### Register map, names as in the netlist, run 1

Scale bar: 100 µm.
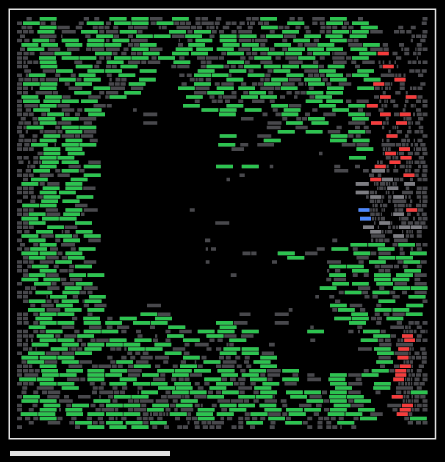
### Metal layers overlaid, run 1

Scale bar: 100 µm. Only two layers are drawn.
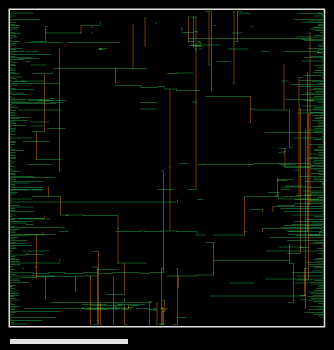
### Local utilization, run 1

The die is cut into 27 by 27 equal tiles; black is low, pale yellow is high, 0 to 100% covered.
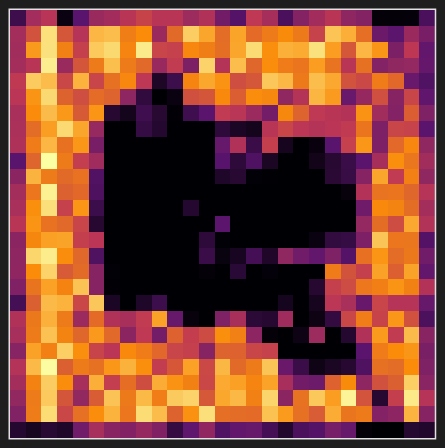
$ cat src/rtl/scratchpad_ctrl.sv
// Shares the scratchpad write/address port between single-element bus accesses
// and row-major serialisation of a latched result matrix, with alternating priority.
module scratchpad_ctrl #(
    parameter int BUS_WIDTH   = 32,
    parameter int MAX_DIM     = 4,
    parameter int ELEMENT_NUM = 4,
    parameter int ADDR_WIDTH  = 4,
    parameter int DIM_W       = 2
) (
    input  logic                               clk_i,
    input  logic                               rst_i,
    input  logic                               bus_req_i,
    input  logic                               bus_we_i,
    input  logic [1:0]                         bus_sel_i,
    input  logic [ADDR_WIDTH-1:0]              bus_addr_i,
    input  logic [BUS_WIDTH-1:0]               bus_wdata_i,
    output logic                               bus_ack_o,
    output logic [BUS_WIDTH-1:0]               bus_rdata_o,
    input  logic                               res_valid_i,
    output logic                               res_ready_o,
    input  logic [1:0]                         res_sel_i,
    input  logic [DIM_W-1:0]                   res_rows_i,
    input  logic [DIM_W-1:0]                   res_cols_i,
    input  logic [BUS_WIDTH*MAX_DIM*MAX_DIM-1:0] res_flat_i,
    output logic                               wb_busy_o,
    output logic                               wb_done_o,
    output logic [ADDR_WIDTH-1:0]              sp_addr_o,
    output logic [BUS_WIDTH-1:0]               sp_din_o,
    output logic                               sp_ien_o,
    output logic [1:0]                         sp_wsel_o,
    output logic [1:0]                         sp_rsel_o,
    input  logic [BUS_WIDTH-1:0]               sp_element_out_i,
    output logic [1:0]                         dbg_state_o,
    output logic                               dbg_slot_ok_o
);

    typedef enum logic [1:0] {IDLE, WB, DONE} state_t;

    state_t                 state_q;
    logic                   prio_q;
    logic [DIM_W-1:0]       r_q, c_q, rows_q, cols_q;
    logic [1:0]             slot_q;
    logic [BUS_WIDTH-1:0]   elem_q [MAX_DIM*MAX_DIM];

    logic bus_elig, wb_act, grant_bus, grant_wb;

    // Handshakes: the bus holds bus_req_i until bus_ack_o; a result moves on
    // the cycle res_valid_i && res_ready_o are both high at the rising edge.
    assign bus_elig  = bus_req_i && !bus_ack_o && !rst_i;
    assign wb_act    = (state_q == WB) && !rst_i;
    assign grant_bus = bus_elig && (!wb_act || !prio_q);
    assign grant_wb  = wb_act && (!bus_elig || prio_q);

    assign dbg_state_o   = state_q;
    assign dbg_slot_ok_o = 32'(slot_q) < ELEMENT_NUM;

    always_comb begin
        sp_ien_o  = 1'b0;
        sp_addr_o = '0;
        sp_din_o  = '0;
        sp_wsel_o = '0;
        sp_rsel_o = '0;
        if (grant_bus) begin
            sp_addr_o = bus_addr_i;
            if (bus_we_i) begin
                sp_ien_o  = 1'b1;
                sp_wsel_o = bus_sel_i;
                sp_din_o  = bus_wdata_i;
            end else begin
                sp_rsel_o = bus_sel_i;
            end
        end else if (grant_wb) begin
            sp_ien_o  = 1'b1;
            sp_wsel_o = slot_q;
            sp_addr_o = ADDR_WIDTH'({r_q, c_q});
            sp_din_o  = elem_q[{r_q, c_q}];
        end
    end

    always_ff @(posedge clk_i) begin
        if (rst_i) begin
            state_q     <= IDLE;
            prio_q      <= 1'b0;
            r_q         <= '0;
            c_q         <= '0;
            rows_q      <= '0;
            cols_q      <= '0;
            slot_q      <= '0;
            bus_ack_o   <= 1'b0;
            bus_rdata_o <= '0;
            res_ready_o <= 1'b1;
            wb_busy_o   <= 1'b0;
            wb_done_o   <= 1'b0;
        end else begin
            bus_ack_o <= grant_bus;
            if (grant_bus && !bus_we_i)
                bus_rdata_o <= sp_element_out_i;
            // Only a genuine conflict flips priority.
            if (bus_elig && wb_act)
                prio_q <= !prio_q;
            wb_done_o <= 1'b0;
            case (state_q)
                IDLE: begin
                    if (res_valid_i && res_ready_o) begin
                        for (int j = 0; j < MAX_DIM*MAX_DIM; j++)
                            elem_q[j] <= res_flat_i[j*BUS_WIDTH +: BUS_WIDTH];
                        slot_q      <= res_sel_i;
                        rows_q      <= res_rows_i;
                        cols_q      <= res_cols_i;
                        r_q         <= '0;
                        c_q         <= '0;
                        state_q     <= WB;
                        res_ready_o <= 1'b0;
                        wb_busy_o   <= 1'b1;
                    end
                end
                WB: begin
                    if (grant_wb) begin
                        if (c_q == cols_q) begin
                            c_q <= '0;
                            if (r_q == rows_q) begin
                                state_q   <= DONE;
                                wb_done_o <= 1'b1;
                            end else begin
                                r_q <= r_q + 1'b1;
                            end
                        end else begin
                            c_q <= c_q + 1'b1;
                        end
                    end
                end
                DONE: begin
                    state_q     <= IDLE;
                    res_ready_o <= 1'b1;
                    wb_busy_o   <= 1'b0;
                end
                default: state_q <= IDLE;
            endcase
        end
    end

endmodule

$ cat config.mk
export PLATFORM = sky130hd
export DESIGN_NAME = scratchpad_ctrl
export DESIGN_NICKNAME = d
export VERILOG_FILES = /design/src/rtl/scratchpad_ctrl.sv
export SDC_FILE = /design/constraint.sdc
export NUM_CORES = 1
export LEC_CHECK = 0
export CAP_MARGIN = 20
export CORE_AREA = 4 4 262 264
export DETAILED_ROUTE_END_ITERATION = 7
export DIE_AREA = 0 0 266 268
export HOLD_SLACK_MARGIN = 0.06
export PLACE_DENSITY = 0.69
export SYNTH_ARGS = -nofsm -noshare
export SYNTH_HDL_FRONTEND = slang
export SYNTH_SLANG_ARGS = --single-unit
$ cat constraint.sdc
create_clock -name clk_i -period 43.9 [get_ports clk_i]
set_input_delay 10.975 -clock clk_i [delete_from_list [all_inputs] [get_ports clk_i]]
set_output_delay 10.975 -clock clk_i [all_outputs]
set_load 0.005 [all_outputs]
==> flow_summary.yaml, run 1 <==
# implementation run metrics
status:
  status: "complete, no violations"
placement:
  gp_congestion: 0.946
logic_synthesis:
  synth_top_area_share_pct: 70.8
  ff_type: "edfxtp_1"
  largest_area_cell: "edfxtp_1"
  synth_nets: 1649
  ys_async_sr_fraction_pct: 0
  ys_cells: 1056
  syn_avg_cell_area_um2: 20.6
  synth_area_um2: 21700
  synthTopCellsByCount: "edfxtp_1, mux4_2, nand2_1, dfxtp_1, o21ai_0"
  edf_count: 512
setup_path:
  cp_data_required_time_ps: 32920
  reg2reg_to: "elem_q[0][15]"
  path_class: "in2out"
  worst_setup_path_end_kind: "primary output"
cts:
  postCtsSetupRepairBufs: 0
  htree_levels: 2
  hold_buffers: 0
  ctsResizeCount: 0
  numCtsBuffers: 58
power_and_ir_drop:
  ir_worst_vdd_mv: 0.0345
  p_sw_uw: 262
  switching_share_pct: 20.7
route:
  ant_nets: 0
  routed_via_density: 4.86
  drt-initial-drc-count: 1054
finish:
  comb_area_um2: 5020
  syn_to_final_growth_pct: 44.5
global_route:
  antenna_found_initial: 21
timing:
  finalSetupViolCount: 0
  max_freq_mhz: 40.0
  finalSetupTns_ps: 0
  fin_crit_ps: 24980
## Picture notes: 'Register map, names as in the netlist'
[blue] cols_q | placed flops: 2
[red] bus_rdata_o | placed flops: 32 | where: a vertical strip on the right
[green] elem_q | placed flops: 512 | where: spread over the die
not coloured: 15

## Picture notes: 'Metal layers overlaid'
[orange] met4 | wire length: 2,500 µm
[green] met3 | wire length: 6,570 µm
Routed WL: 67.1 mm
vias: 13.0k

## Picture notes: 'Local utilization'
nearly empty tiles: 21%
mean over tiles: 43%
tiles over 75% full: 18%
Final Util: 47.2%
fp util: 32.6%
core area: 66,600 µm²

run 1: registers in the layout, summed over array words and instances (netlist names), 2 cells and up:
signal,count
bus_rdata_o,32
c_q,2
cols_q,2
dbg_state_o,2
elem_q,512
r_q,2
rows_q,2
slot_q,2
run 1: routing by layer:
metal / vias to the layer above / wire length (µm) / GRT usage (%)
met1: 6448 / 24500 / 20.5
met5: - / 92 / 0
met3: 134 / 6570 / 6.49
met4: 14 / 2500 / 6.96
met2: 702 / 33400 / 31.1
li1: 5710 / - / -
run 1: cells by family after synthesis:
group                     count (synthesis)  synth area share, %
xor gates and xnor gates                  4                0.161
muxes                                   193                 16.6
other                                     1               0.0173
buffers and inverters                    65                 1.72
AOI/OAI and AO/OA                       120                 3.58
and+or+nand+nor                         112                 2.64
DFF                                     561                 75.3
run 1: area by class of cell:
class	count	share of cell area (%)
well taps	873	3.48
clock inverters	38	1.33
repair buffers	690	21.9
inverters	3	0.0359
multi-input cells	430	16.0
diodes	12	0.0956
clock buffers	72	5.09
flip-flops and latches	561	52.1
run 1: power groups by stage:
stage / sequential, µW / combinational, µW / clock (µW)
detailed placement: 642 / 120 / 0
global route: 632 / 127 / 552
finish: 630 / 119 / 516
CTS: 631 / 121 / 529
floorplan: 665 / 39.4 / 0
global placement: 640 / 118 / 0
run 1: through the flow:
step | power (µW) | utilization [%] | hold slack [ps] | cell area, µm² | setup slack (ps)
3_5_place_dp | 762 | 44.1 | 459 | 29400 | 18880
5_1_grt | 1310 | 47.2 | 484 | 31400 | 18820
3_3_place_gp | 758 | 44.1 | 446 | 29400 | 18930
6_report | 1260 | 47.2 | 471 | 31400 | 18920
4_1_cts | 1280 | 47.1 | 470 | 31400 | 18880
2_1_floorplan | 704 | - | 437 | 21700 | 9770
run 1: cells in the final DEF, fill, tap and decap left out, types with 5 or more instances in the layout:
master,n
clkinv_2,11
a22o_1,5
mux2i_1,33
nand2_1,51
nand2b_1,35
clkdlybuf4s50_1,671
bufinv_16,9
o21ai_1,27
nor2_1,5
edfxtp_1,512
a21oi_1,11
a22oi_1,22
buf_4,18
dfxtp_1,46
mux2_4,10
mux2_2,22
a22oi_2,10
o21ai_0,39
diode_2,12
clkbuf_1,8
mux4_2,128
clkinv_1,13
clkbuf_16,61
run 1: how the worst max path moves through the flow:
stage,startpoint,slack (ps),cells past startpoint,to
after floorplan,rst_i,9770,4,elem_q[0][0]
after global placement,rst_i,18930,8,sp_din_o[12]
after detailed placement,rst_i,18880,8,sp_din_o[31]
after CTS,rst_i,18880,8,sp_din_o[31]
after global routing,rst_i,18820,8,sp_din_o[12]
final,rst_i,18920,8,sp_din_o[31]
run 1: critical path: stages:
cell and delay [ps]:
clkdlybuf4s50_1 400, buf_4 290, a211oi_4 400, and2_2 210, buf_4 590, a22oi_1 400
o21ai_0 180, clkdlybuf4s50_1 530
==> run 2: changes to the inputs <==
- clock period: 43.9 -> 25.7 ns (I/O delays scaled with it)
==> run 2 against run 1 <==
Final cell count down 0.26%. Setup slack worse by 9100 ps. Combinational power rose by 72%. Design area down 0.66%. Sequential power increased by about 70%. Register-to-register slack lost 18000 ps. Total power rose by 64%. Via count decreased by 1.3%. Count of clock-buffer cells in the layout is 1 higher.
==> flow_summary.yaml, run 2 <==
# implementation run metrics
logic_synthesis:
  synthTopCellsByCount: "edfxtp_1, mux4_2, nand2_1, dfxtp_1, o21ai_0"
  ff_type: "edfxtp_1"
  largest_area_cell: "edfxtp_1"
  ys_async_sr_fraction_pct: 0
  synth_nets: 1649
  synth_area_um2: 21700
  syn_avg_cell_area_um2: 20.6
  synth_top_area_share_pct: 70.8
setup_path:
  cp_data_required_time_ps: 19270
  reg2reg_to: "elem_q[13][12]"
  worst_setup_path_end_kind: "primary output"
  path_class: "in2out"
timing:
  finalSetupTns_ps: 0
  max_freq_mhz: 62.9
  worst_slack_ps: 9810
  fin_crit_ps: 15890
  hold_ws_ps: 467
finish:
  largest-register: "elem_q"
  largest_register_ffs: 512
  lay_top_count: "clkdlybuf4s50_1"
  comb_area_um2: 5020
  lay_top_cells: "clkdlybuf4s50_1, edfxtp_1, mux4_2"
  syn_to_final_growth_pct: 43.6
die:
  core_um2: 66600
  die_w_um: 266
  fp-utilization_pct: 32.6
global_route:
  grt_use_met1_pct: 20.3
  antenna_found_initial: 19
cts:
  htree_levels: 2
  ctsResizeCount: 0
  numCtsBuffers: 58
  clock_latency_ps: 620
  postCtsSetupRepairBufs: 0
  hold_buffers: 0
power_and_ir_drop:
  ir_worst_vdd_mv: 0.0562
  total_power_uw: 2070
route:
  ant_nets: 0
  drt-initial-drc-count: 760
  routed_via_density: 4.80
  route.vias.total: 12800
placement:
  place_area_um2: 29400
  gp_congestion: 0.876
status:
  status: "complete, no violations"
run 2: cell counts after synthesis:
Identical to the previous run, type by type.
run 2: final cells by class:
cell class	instances	share of cell area [%]
multi-input cells	430	16.1
clock inverters	28	0.658
well taps	873	3.50
flip-flops and latches	561	52.5
repair buffers	692	22.1
inverters	3	0.0361
diodes	12	0.0963
clock buffers	73	5.06
run 2: report_power, final:
part / total, µW / switching (µW) / internal, µW
combinational: 205 / 81.3 / 123
clock: 792 / 348 / 444
sequential: 1070 / 15.3 / 1060
total: 2070 / 444 / 1630
run 2: through the flow:
step	util, %	instances
3_5_place_dp	44.1	2558
2_1_floorplan	-	1056
5_1_grt	46.9	2669
6_report	46.9	2672
4_1_cts	46.8	2659
3_3_place_gp	44.1	2558
run 2: routing by layer:
layer	vias to the layer above	routed length, µm
li1	5715	-
met2	628	34800
met5	-	79
met1	6367	23900
met4	12	1880
met3	114	6340
run 2: worst max path at each step:
stage | from | to | slack (ps) | cells after the start
after CTS | bus_req_i | sp_din_o[12] | 9750 | 8
after global placement | bus_req_i | sp_din_o[12] | 9790 | 8
final | bus_req_i | sp_din_o[12] | 9810 | 8
after global routing | bus_req_i | sp_din_o[12] | 9700 | 8
after detailed placement | bus_req_i | sp_din_o[12] | 9750 | 8
after floorplan | res_valid_i | elem_q[0][0] | 4840 | 4
run 2: worst max-delay path, cell delays in order:
cell             delay [ps]
clkdlybuf4s50_1         580
nand2b_1                150
a211oi_4                370
and2_2                  290
buf_4                   540
a22oi_1                 210
o21ai_1                 240
clkdlybuf4s50_1         580
run 2: cell families after synthesis:
family | count (synthesis) | share of synthesized area, %
flip-flops | 561 | 75.3
multiplexers | 193 | 16.6
AND-OR/OR-AND | 120 | 3.58
AND/OR/NAND/NOR | 112 | 2.64
buffers and inverters | 65 | 1.72
XOR/XNOR | 4 | 0.161
other | 1 | 0.0173
### Metal layers overlaid, run 2

Scale bar: 100 µm. Only two layers are drawn.
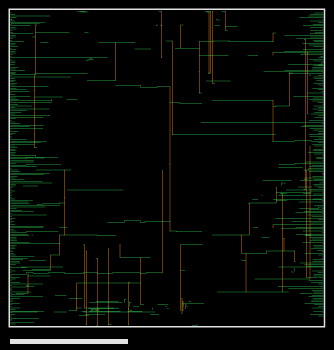
Routed WL: 66.9 mm
GRT Util Overall: 18.0%

### Local utilization, run 2

The die is cut into 27 by 27 equal tiles; black is low, pale yellow is high, 0 to 100% covered.
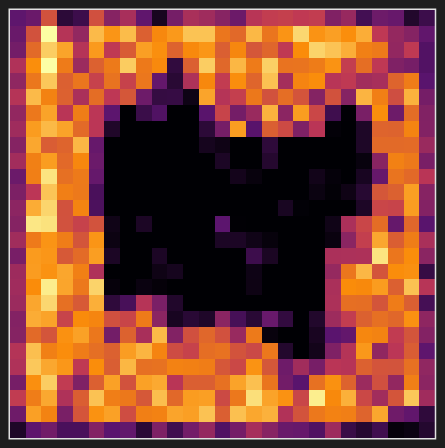
emptiest ninth of the die: centre
nearly empty tiles: 20%
tiles over 75% full: 17%
densest ninth of the die: south-west
mean over tiles: 42%
fullest tile: 100%

### Placed cells, one colour a class, run 2

Scale bar: 100 µm. Fill, decap, tap and diode cells in grey.
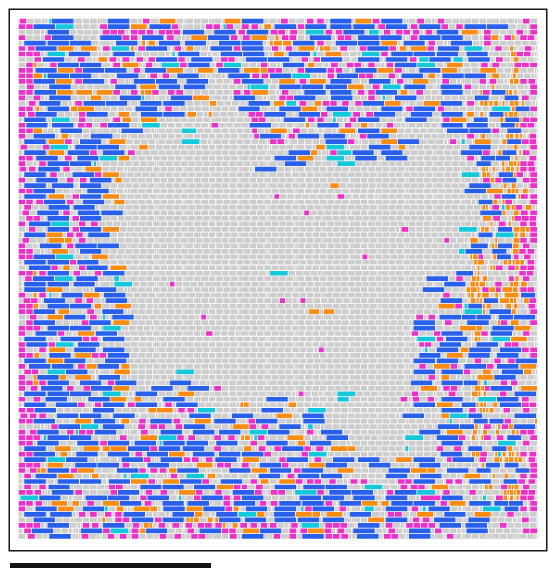
[orange] all other logic | cells: 433 | share of their area: 17%
[cyan] clock drivers and dummy loads | cells: 101 | share of their area: 5.9%
[blue] flip-flops | cells: 561 | share of their area: 54%
[magenta] other buffers and delay cells | cells: 692 | share of their area: 23%
Final Util: 46.9%
FP Rows: 95
Final Cell Area: 31,200 µm²

==> run 3: changes to the inputs <==
- clock period: 25.7 -> 16 ns (I/O delays scaled with it)
==> run 3 against run 2 <==
Setup slack got worse by 4600 ps. Critical path type unchanged. Count of clock-buffer cells in the layout fell by 3. Wire length fell by 0.53%. Worst hold slack barely moved. Largest power group unchanged. Critical endpoint is now sp_din_o[2]. Critical path depth did not move. Clock power rose by 63%.
==> flow_summary.yaml, run 3 <==
# implementation run metrics
setup_path:
  cp_data_required_time_ps: 12000
  path_class: "in2out"
logic_synthesis:
  ff_type: "edfxtp_1"
  synth_nets: 1649
  synth_area_um2: 21700
  largest_area_cell: "edfxtp_1"
cts:
  numCtsBuffers: 59
  ctsResizeCount: 0
  hold_buffers: 0
  clock_latency_ps: 610
  postCtsSetupRepairBufs: 0
status:
  status: "complete, no violations"
finish:
  finalInstanceArea_um2: 31200
  lay_top_cells: "clkdlybuf4s50_1, edfxtp_1, mux4_2"
global_route:
  grtUsageTotal_pct: 17.8
  antenna_found_initial: 11
timing:
  max_freq_mhz: 92.4
placement:
  gp_congestion: 0.936
  dp.cells: 2556
power_and_ir_drop:
  ir_worst_vdd_mv: 0.0860
route:
  ant_nets: 0
  route.vias.total: 12900
[run 3: cell type report]
type | instances | area [µm²] | area share, %
diodes | 8 | 20.0 | 0.0642
inverters | 3 | 11.3 | 0.0361
multi-input cells | 430 | 5020 | 16.1
clock buffers | 70 | 1540 | 4.93
well taps | 873 | 1090 | 3.50
flip-flops and latches | 561 | 16400 | 52.5
repair buffers | 689 | 6880 | 22.0
clock inverters | 34 | 269 | 0.862
[run 3: kinds of logic (layout without fill, tap and decap cells)]
group	Yosys count	after routing	share of synthesized area, %
AOI/OAI and AO/OA	120	120	3.58
DFF	561	561	75.3
muxes	193	193	16.6
buffers and inverters	65	796	1.72
other	1	9	0.0173
xor gates and xnor gates	4	4	0.161
and+or+nand+nor	112	112	2.64
[run 3: stage by stage]
stage / setup slack [ps] / hold WS (ps) / utilization, %
6_report: 5180 / 467 / 46.9
5_1_grt: 5040 / 487 / 46.9
4_1_cts: 5170 / 469 / 46.8
3_5_place_dp: 5190 / 457 / 44.1
3_3_place_gp: 5190 / 453 / 44.1
2_1_floorplan: 3360 / 437 / -
[run 3: worst max path at each step]
| stage | from | endpoint | slack (ps) | cells past startpoint |
|---|---|---|---|---|
| floorplan | res_valid_i | elem_q[0][0] | 3360 | 4 |
| global placement | rst_i | sp_din_o[2] | 5190 | 8 |
| detailed placement | rst_i | sp_din_o[2] | 5190 | 8 |
| CTS | rst_i | sp_din_o[2] | 5170 | 8 |
| global route | rst_i | sp_din_o[2] | 5040 | 8 |
| finish | rst_i | sp_din_o[2] | 5180 | 8 |
[run 3: worst max-delay path, cell delays in order]
cell	delay [ps]
clkdlybuf4s50_1	400
buf_4	260
a211oi_4	390
and2_2	210
buf_4	560
a22oi_1	190
o21ai_0	110
clkdlybuf4s50_1	580
[run 3: metal layers]
layer	part of all wire (%)	track usage, %
met1	36	20.2
met2	53	32.3
met3	8.8	5.69
met4	2.4	5.33
met5	0.056	0
[run 3: report_power, final]
part           internal (µW)  total, µW  switching, µW
combinational            197        327            130
sequential              1700       1730           24.7
clock                    731       1290            558
### Register map, names as in the netlist, run 3

Scale bar: 100 µm.
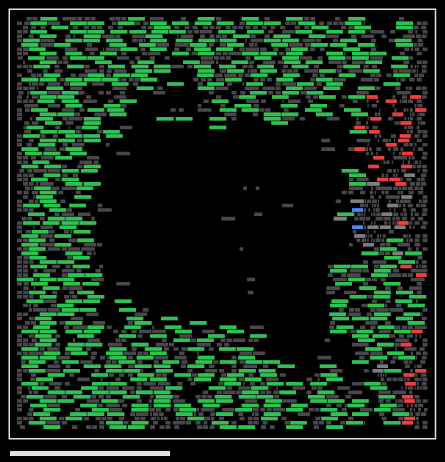
[blue] cols_q | placed flops: 2
[red] bus_rdata_o | placed flops: 32 | where: a vertical strip on the right
[green] elem_q | placed flops: 512 | where: spread over the die
not coloured: 15
Final Util: 46.9%
Register Area: 16,400 µm²

### Local utilization, run 3

The die is cut into 27 by 27 equal tiles; black is low, pale yellow is high, 0 to 100% covered.
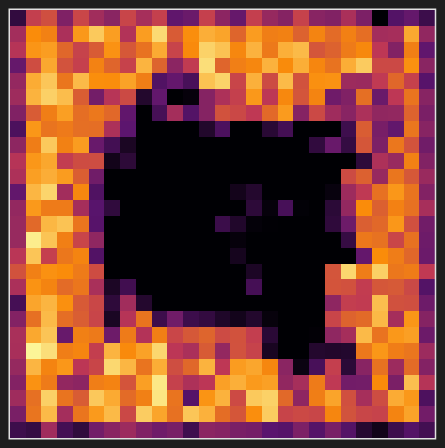

### Routing congestion map, run 3

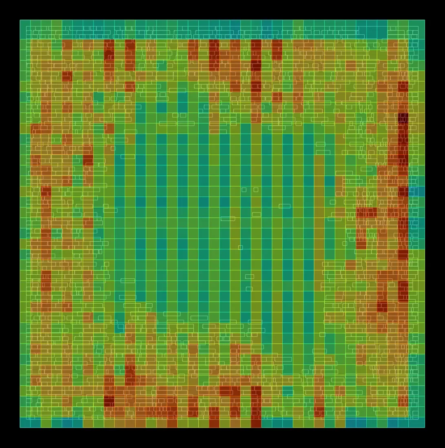
M2 GR Usage: 32.3%
grt met1 use: 20.2%
GRT busiest layer: met2
WL/cell: 25.0 µm

Power and IR drop assume default switching activity.
